`src/rtl/bcd_seq_update_sequencer.sv`:
```
// Converts a two's-complement value to sign + packed BCD by serial double-dabble,
// then publishes the result only on a display frame boundary.
module bcd_seq_update_sequencer #(
  parameter int SEQ_LEN    = 20,
  parameter int BCD_DIGITS = 6
) (
  input  logic                    clk,
  input  logic                    rst,
  input  logic                    in_valid,
  input  logic [SEQ_LEN-1:0]      in_data,
  output logic                    in_ready,
  input  logic                    frame_tick,
  output logic [BCD_DIGITS*4-1:0] bcd_out,
  output logic                    neg_out,
  output logic [BCD_DIGITS-1:0]   lz_mask,
  output logic                    upd_done
);

  localparam int ACC_W = BCD_DIGITS * 4;
  localparam int CNT_W = (SEQ_LEN > 1) ? $clog2(SEQ_LEN) : 1;
  localparam logic [BCD_DIGITS-1:0] LZ_RST = {{(BCD_DIGITS-1){1'b1}}, 1'b0};

  typedef enum logic [1:0] {IDLE, SHIFT, WAIT_FRAME, COMMIT} state_t;

  state_t            state_q, state_d;
  logic [CNT_W-1:0]  cnt_q, cnt_d;
  logic [ACC_W-1:0]  acc_q, acc_d;
  logic [SEQ_LEN-1:0] mag_q, mag_d;
  logic              sign_q, sign_d;
  logic [ACC_W-1:0]  bcd_q, bcd_d;
  logic              neg_q, neg_d;
  logic [BCD_DIGITS-1:0] lz_q, lz_d;
  logic              upd_done_q, upd_done_d;
  logic              in_ready_q, in_ready_d;

  logic [ACC_W-1:0]      acc_adj;
  logic [BCD_DIGITS-1:0] digit_zero;
  logic [BCD_DIGITS-1:0] lz_new;

  // Per-digit +3 correction and leading-zero detection on the accumulator
  for (genvar gi = 0; gi < BCD_DIGITS; gi++) begin : g_digit
    assign acc_adj[gi*4 +: 4] = (acc_q[gi*4 +: 4] >= 4'd5) ? acc_q[gi*4 +: 4] + 4'd3
                                                           : acc_q[gi*4 +: 4];
    assign digit_zero[gi] = (acc_q[gi*4 +: 4] == 4'd0);
    if (gi == 0) begin : g_lz0
      assign lz_new[gi] = 1'b0;
    end else begin : g_lzn
      assign lz_new[gi] = &digit_zero[BCD_DIGITS-1:gi];
    end
  end

  always_comb begin
    state_d    = state_q;
    cnt_d      = cnt_q;
    acc_d      = acc_q;
    mag_d      = mag_q;
    sign_d     = sign_q;
    bcd_d      = bcd_q;
    neg_d      = neg_q;
    lz_d       = lz_q;
    upd_done_d = 1'b0;
    case (state_q)
      IDLE: begin
        if (in_valid) begin
          sign_d  = in_data[SEQ_LEN-1];
          // Negating the most-negative value yields 2^(SEQ_LEN-1) when read unsigned
          mag_d   = in_data[SEQ_LEN-1] ? (~in_data + 1'b1) : in_data;
          acc_d   = '0;
          cnt_d   = '0;
          state_d = SHIFT;
        end
      end
      SHIFT: begin
        {acc_d, mag_d} = {acc_adj, mag_q} << 1;
        cnt_d = cnt_q + 1'b1;
        if (cnt_q == CNT_W'(SEQ_LEN - 1)) state_d = WAIT_FRAME;
      end
      WAIT_FRAME: begin
        if (frame_tick) state_d = COMMIT;
      end
      COMMIT: begin
        bcd_d      = acc_q;
        neg_d      = sign_q && (acc_q != '0);
        lz_d       = lz_new;
        upd_done_d = 1'b1;
        state_d    = IDLE;
      end
      default: state_d = IDLE;
    endcase
    in_ready_d = (state_d == IDLE);
  end

  always_ff @(posedge clk) begin
    if (rst) begin
      state_q    <= IDLE;
      cnt_q      <= '0;
      acc_q      <= '0;
      mag_q      <= '0;
      sign_q     <= 1'b0;
      bcd_q      <= '0;
      neg_q      <= 1'b0;
      lz_q       <= LZ_RST;
      upd_done_q <= 1'b0;
      in_ready_q <= 1'b1;
    end else begin
      state_q    <= state_d;
      cnt_q      <= cnt_d;
      acc_q      <= acc_d;
      mag_q      <= mag_d;
      sign_q     <= sign_d;
      bcd_q      <= bcd_d;
      neg_q      <= neg_d;
      lz_q       <= lz_d;
      upd_done_q <= upd_done_d;
      in_ready_q <= in_ready_d;
    end
  end

  assign in_ready = in_ready_q;
  assign bcd_out  = bcd_q;
  assign neg_out  = neg_q;
  assign lz_mask  = lz_q;
  assign upd_done = upd_done_q;

endmodule

```
`config.mk`:
```
export PLATFORM = sky130hd
export DESIGN_NAME = bcd_seq_update_sequencer
export DESIGN_NICKNAME = d
export VERILOG_FILES = /design/src/rtl/bcd_seq_update_sequencer.sv
export SDC_FILE = /design/constraint.sdc
export NUM_CORES = 1
export LEC_CHECK = 0
export CORE_MARGIN = 2
export CORE_UTILIZATION = 35
export DETAILED_ROUTE_END_ITERATION = 8
export PLACE_DENSITY = 0.64
export SYNTH_ARGS = -nofsm -noshare
export SYNTH_HDL_FRONTEND = slang
export SYNTH_SLANG_ARGS = --single-unit
```
`constraint.sdc`:
```
create_clock -name clk -period 2.4 [get_ports clk]
set_clock_uncertainty 0.15 [all_clocks]
set_input_delay 0.48 -clock clk [delete_from_list [all_inputs] [get_ports clk]]
set_output_delay 0.48 -clock clk [all_outputs]
set_load 0.03 [all_outputs]
```
Fig. 1: run 1, metal 1
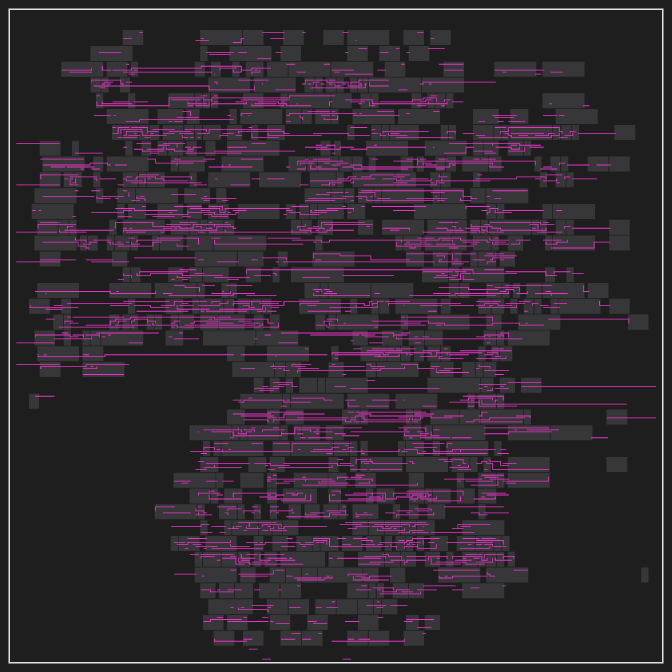
wire length on this layer = 4570 um
nets with wire on the layer = 560
main direction = horizontal
share of all routed wire = 48%

Fig. 2: run 1, M2 wires
The bar under the picture is 20 um long.
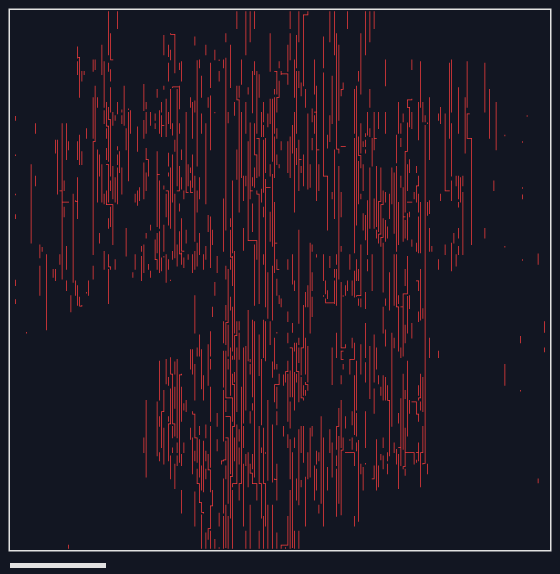
share of all routed wire = 49%
longest straight run = 70.2 um
wire length on this layer = 4650 um

==> flow_metrics.rpt, run 1 <==
==== FLOW RESULTS ====
----------------------------------------------------
[Floorplan]
  Starting density of the core ........................ 0.359
  Top-level port count ........................ 57
  Number of placement rows ........................ 39
  Die height ........................ around 110 um
  Number of well taps ........................ roughly 140

[Pwr]
  Overall power of the completed layout ........................ approximately 0.0031 W
  Standby leakage power ........................ 1.93 nW
  Comb power ........................ around 0.00031 W
  Net Switching ........................ ~0.00077 W
  Clock share of power ........................ 0.431
  Comb pwr share ........................ 0.099
  Cell internal pwr ........................ 0.00234 W
  Flop pwr share ........................ 0.470
  Sw frac ........................ 0.247
  Seq group ........................ ~0.0015 W

[Placement]
  Number of cells in the design after placement ........................ 696

[Drt]
  Count of unresolved DRC violations after routing ........................ 0
  Total vias in the final route ........................ roughly 3700
  Total routed wirelength ........................ between 9 and 10 mm
  Routed length on met2 ........................ 4.65 mm
  Iteration tally of the first detailed-router pass ........................ 4
  Initial DRC Count ........................ around 170

[Yosys]
  FF+latch count, synth ........................ roughly 84
  Number of distinct standard cells referenced by the synthesized netlist ........................ between 40 and 50
  Yosys cell count ........................ 495
  Post-synthesis area per instance ........................ 8.28 sq um
  Most used DFF post-synth ........................ dfxtp_1
  Synth warnings ........................ 0
  Syn Nets ........................ between 500 and 600
  Cell types with the largest area share after synthesis ........................ dfxtp_1 (41%), nor2_1 (6.7%), a21oi_1 (6.1%)
  Cell count after synthesis ........................ between 400 and 500

[Final layout]
  Flip-flop and latch share of the layout cell area ........................ 0.318
  Post-Layout Inst Area ........................ 0.00528 sq mm
  Number of fill cells ........................ 1099
  Sequential cell count ........................ between 80 and 90
  Most used logic cell in the final layout ........................ dfxtp_1
  Sequential standard cell area ........................ roughly 0.0017 sq mm
  Number of antenna diodes ........................ 0
  Post-route non-filler standard cell count ........................ 712
  Portion of the layout cell area used by non-clock buffers ........................ 0.154
  Inverters ........................ 15

[Clock tree]
  TritonCTS clock tree ........................ built
  Number of H-tree levels ........................ 3
  Cell chosen for the clock root ........................ clkbuf_16
  Total setup buffers inserted after CTS ........................ 0
  Number of buffers added to fix hold violations after cts ........................ 0

[Critical path]
  Crit-path cells ........................ clkdlybuf4s50_1, buf_4, nor4_2, buf_4, nand2_2, o41ai_2, xor2_1, a2111oi_0
  Timing startpoint of the critical path ........................ in_data[1]
  Stage delay of the slowest cell on the critical path ........................ about 0.42 ns
  Nature of the critical path endpoint ........................ register
  Worst-case register-to-register setup slack ........................ 0.43 ns
  Critical path's slowest cell ........................ clkdlybuf4s50_1

[GRT]
  Aggregate global-route resource usage ........................ 0.158
  Initial antenna violation count ........................ 0
  GRT busiest layer ........................ met2
  Global-route wire length before repair ........................ about 17 mm
  Pin count of the biggest net entering global routing ........................ 39

[Min path]
  Number of instances on the worst hold path ........................ 2
  Hold Crit Start ........................ bcd_out[17]
  Worst Hold Path EP ........................ bcd_out[17]

[Final timing]
  Slew Limit Fails ........................ 0
  Setup slack of the critical path after layout ........................ between 0.1 and 0.15 ns
  Final clock period utilization by the worst path ........................ 0.956
  Period minus WS final ........................ between 2 and 2.5 ns
  Worst-Margin Slew ........................ 0.695 ns

[Outcome]
  Status ........................ finished, final reports clean

----------------------------------------------------
Fig. 3: run 1, the metal 3 layer
The bar under the picture is 20 um long.
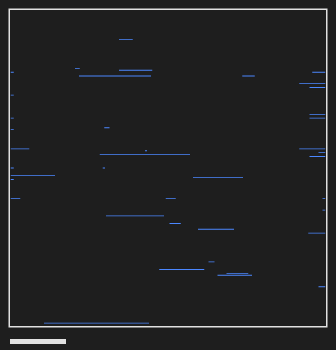
wire length on this layer = 295 um
nets with wire on the layer = 34

Fig. 4: run 1, clock wiring as the flow saved it
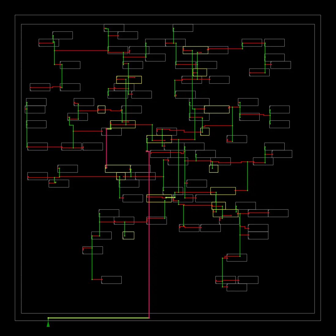
clock buffer count: 11
clock buffers created by TritonCTS: 9
clock latency on the worst-skew pair: 0.33 ns
P_clk: 0.00134 W

==> run 1: worst min-delay path: cells and delay by family, from the launching register on <==
kind             cells  cell delay [ns]
AND-OR/OR-AND        1             0.05
flip-flops           1             0.31
AND/OR/NAND/NOR      1             0.05
==> run 1: cells by family (layout without fill, tap and decap cells) <==
| family | count (synthesis) | in the layout | share of synthesized area |
|---|---|---|---|
| simple gates | 194 | 194 | 0.221 |
| compound gates | 122 | 122 | 0.200 |
| flops | 84 | 84 | 0.411 |
| buf+inv | 46 | 120 | 0.0446 |
| xor+xnor | 23 | 23 | 0.0492 |
| fa+ha+maj | 19 | 19 | 0.0580 |
| mux | 6 | 6 | 0.0156 |
| other cells | 1 | 1 | 0.000915 |
==> run 2: changes to the inputs <==
--- a/config.mk
+++ b/config.mk
@@ -8,7 +8,10 @@
 export CORE_MARGIN = 2
 export CORE_UTILIZATION = 35
 export DETAILED_ROUTE_END_ITERATION = 8
+export GPL_ROUTABILITY_DRIVEN = 1
 export PLACE_DENSITY = 0.64
+export SLEW_MARGIN = 0
 export SYNTH_ARGS = -nofsm -noshare
 export SYNTH_HDL_FRONTEND = slang
 export SYNTH_SLANG_ARGS = --single-unit
+export TNS_END_PERCENT = 50
Fig. 5: run 2, the metal 3 layer
The bar under the picture is 20 um long.
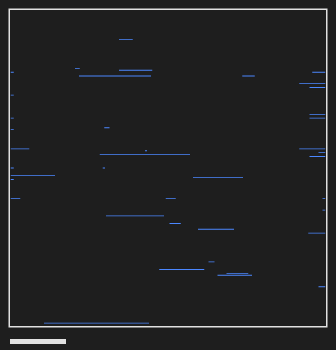
GR Util met3: 0.0302
total vias in the final route: 3658
total routed wirelength: 9.59 mm

==> flow_metrics.rpt, run 2 <==
==== FLOW RESULTS ====
----------------------------------------------------
[Final layout]
  Most used logic cell in the final layout ........................ dfxtp_1
  Sequential standard cell area ........................ 0.00168 sq mm (unchanged)
  Number of nets at the end of the flow ........................ 607
  Share of cell area taken by multi-input logic gates ........................ 0.427
  Clock buffer count ........................ 11 (unchanged)
  Number of antenna diodes ........................ 0 (unchanged)
  Number of fill cells ........................ 1099 (unchanged)
  Post-Layout Inst Area ........................ 0.00528 sq mm (unchanged)
  Inverters ........................ 15 (unchanged)
  Flip-flop and latch share of the layout cell area ........................ 0.318 (unchanged)
  Post-route non-filler standard cell count ........................ 712 (unchanged)

[Final timing]
  Final clock period utilization by the worst path ........................ 0.956 (unchanged)
  Period minus WS final ........................ 2.29 ns (unchanged)
  Fin Hold WS ........................ 0.303 ns
  Worst-Margin Slew ........................ 0.695 ns (unchanged)
  Setup slack of the critical path after layout ........................ 0.106 ns (unchanged)
  Slew Limit Fails ........................ 0 (unchanged)

[Clock tree]
  Total setup buffers inserted after CTS ........................ 0 (unchanged)
  Number of buffers added to fix hold violations after cts ........................ 0 (unchanged)
  Clock latency on the worst-skew pair ........................ 0.33 ns (about the same)
  Number of H-tree levels ........................ 3 (unchanged)
  Worst-case clock buffer depth ........................ 2
  Cell chosen for the clock root ........................ clkbuf_16
  TritonCTS clock tree ........................ built
  Clock buffers created by TritonCTS ........................ 9 (unchanged)

[Drt]
  Count of unresolved DRC violations after routing ........................ 0 (unchanged)
  Initial DRC Count ........................ 166 (unchanged)
  Iteration tally of the first detailed-router pass ........................ 4 (unchanged)

[Yosys]
  Most used DFF post-synth ........................ dfxtp_1
  Cell types with the largest area share after synthesis ........................ dfxtp_1 (41%), nor2_1 (6.7%), a21oi_1 (6.1%)
  Basic Gates by Area ........................ 0.221 (unchanged)
  Xor+xnor area frac ........................ 0.0492 (unchanged)
  Yosys-reported design area after synthesis ........................ approximately 0.0041 sq mm
  Mux share ........................ 0.0156 (unchanged)
  Post-synthesis area per instance ........................ 8.28 sq um (unchanged)
  Cell count after synthesis ........................ 495 (unchanged)
  Prevailing logic family in the synthesized netlist ........................ simple AND/OR/NAND/NOR gates
  Cell type with the largest total area after synthesis ........................ dfxtp_1
  Area fraction in full adders, half adders and majority gates ........................ 0.0580 (unchanged)
  Synth warnings ........................ 0 (unchanged)
  Post-synthesis share of cell area spent on and-or and or-and gates ........................ 0.200 (unchanged)
  FF+latch count, synth ........................ 84 (unchanged)
  Yosys cell count ........................ 495 (unchanged)

[GRT]
  Aggregate global-route resource usage ........................ 0.158 (unchanged)
  Initial antenna violation count ........................ 0 (unchanged)
  Global-route wire length before repair ........................ 16.5 mm (unchanged)
  Pin count of the biggest net entering global routing ........................ 39 (unchanged)

[Pwr]
  Comb pwr share ........................ 0.099 (about the same)
  Net Switching ........................ 0.000766 W (unchanged)
  Clock share of power ........................ 0.431 (about the same)
  Maximum ir drop on the vdd rail ........................ about 270 uV
  Comb power ........................ 0.000306 W (about the same)
  Sw frac ........................ 0.247 (unchanged)
  P_clk ........................ 0.00134 W (about the same)
  Cell internal pwr ........................ 0.00234 W (unchanged)
  Seq group ........................ 0.00146 W (about the same)
  Overall power of the completed layout ........................ 0.00310 W (unchanged)
  Flop pwr share ........................ 0.470 (about the same)
  Standby leakage power ........................ 1.93 nW (unchanged)

[Floorplan]
  Top-level port count ........................ 57 (unchanged)
  Die height ........................ 112 um (unchanged)
  Number of placement rows ........................ 39 (unchanged)
  Starting density of the core ........................ 0.359 (unchanged)
  Number of well taps ........................ 143 (unchanged)

[Min path]
  Worst min-delay path class ........................ reg -> reg
  Hold Crit Start ........................ bcd_out[17]
  Number of instances on the worst hold path ........................ 2 (unchanged)
  Worst Hold Path EP ........................ bcd_out[17]

[Placement]
  Number of cells in the design after placement ........................ 696 (unchanged)

[Outcome]
  Status ........................ finished, final reports clean

[Critical path]
  Worst-case register-to-register setup slack ........................ 0.43 ns (about the same)
  Endpoint of the worst-slack reg-to-reg timing path ........................ neg_out
  Crit-path cells ........................ clkdlybuf4s50_1, buf_4, nor4_2, buf_4, nand2_2, o41ai_2, xor2_1, a2111oi_0
  Nature of the critical path endpoint ........................ register
  Critical register-to-register path startpoint ........................ acc_q[16]
  Timing startpoint of the critical path ........................ in_data[1]
  Bufs and invs on worst path ........................ 3
  Stage delay of the slowest cell on the critical path ........................ 0.42 ns (about the same)
  Critical path's slowest cell ........................ clkdlybuf4s50_1

----------------------------------------------------
Fig. 6: run 2, clock wiring as the flow saved it
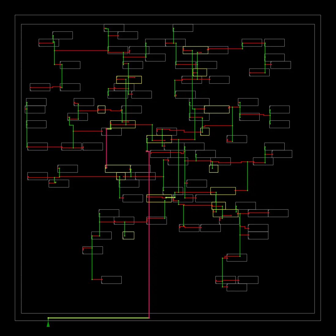
sequential cell count: 84
number of sinks handled by clock tree synthesis: 84

## run 2: metal layers
layer  GRT usage  vias to the layer above  part of all wire
met4      0.0537                        0            0.0079
met1       0.207                     1725              0.48
met3      0.0302                        4             0.031
met2       0.263                       60              0.49
li1            -                     1869                 -
met5           0                        -                 0
## run 2: logic make-up (layout without fill, tap and decap cells)
| kind of cell | after synthesis | in the layout |
|---|---|---|
| XOR/XNOR | 23 | 23 |
| adder cells (fa/ha/maj) | 19 | 19 |
| flip-flops | 84 | 84 |
| buffers and inverters | 46 | 120 |
| other | 1 | 1 |
| multiplexers | 6 | 6 |
| AND/OR/NAND/NOR | 194 | 194 |
| AND-OR/OR-AND | 122 | 122 |
Power is estimated from default activity; no workload was simulated.
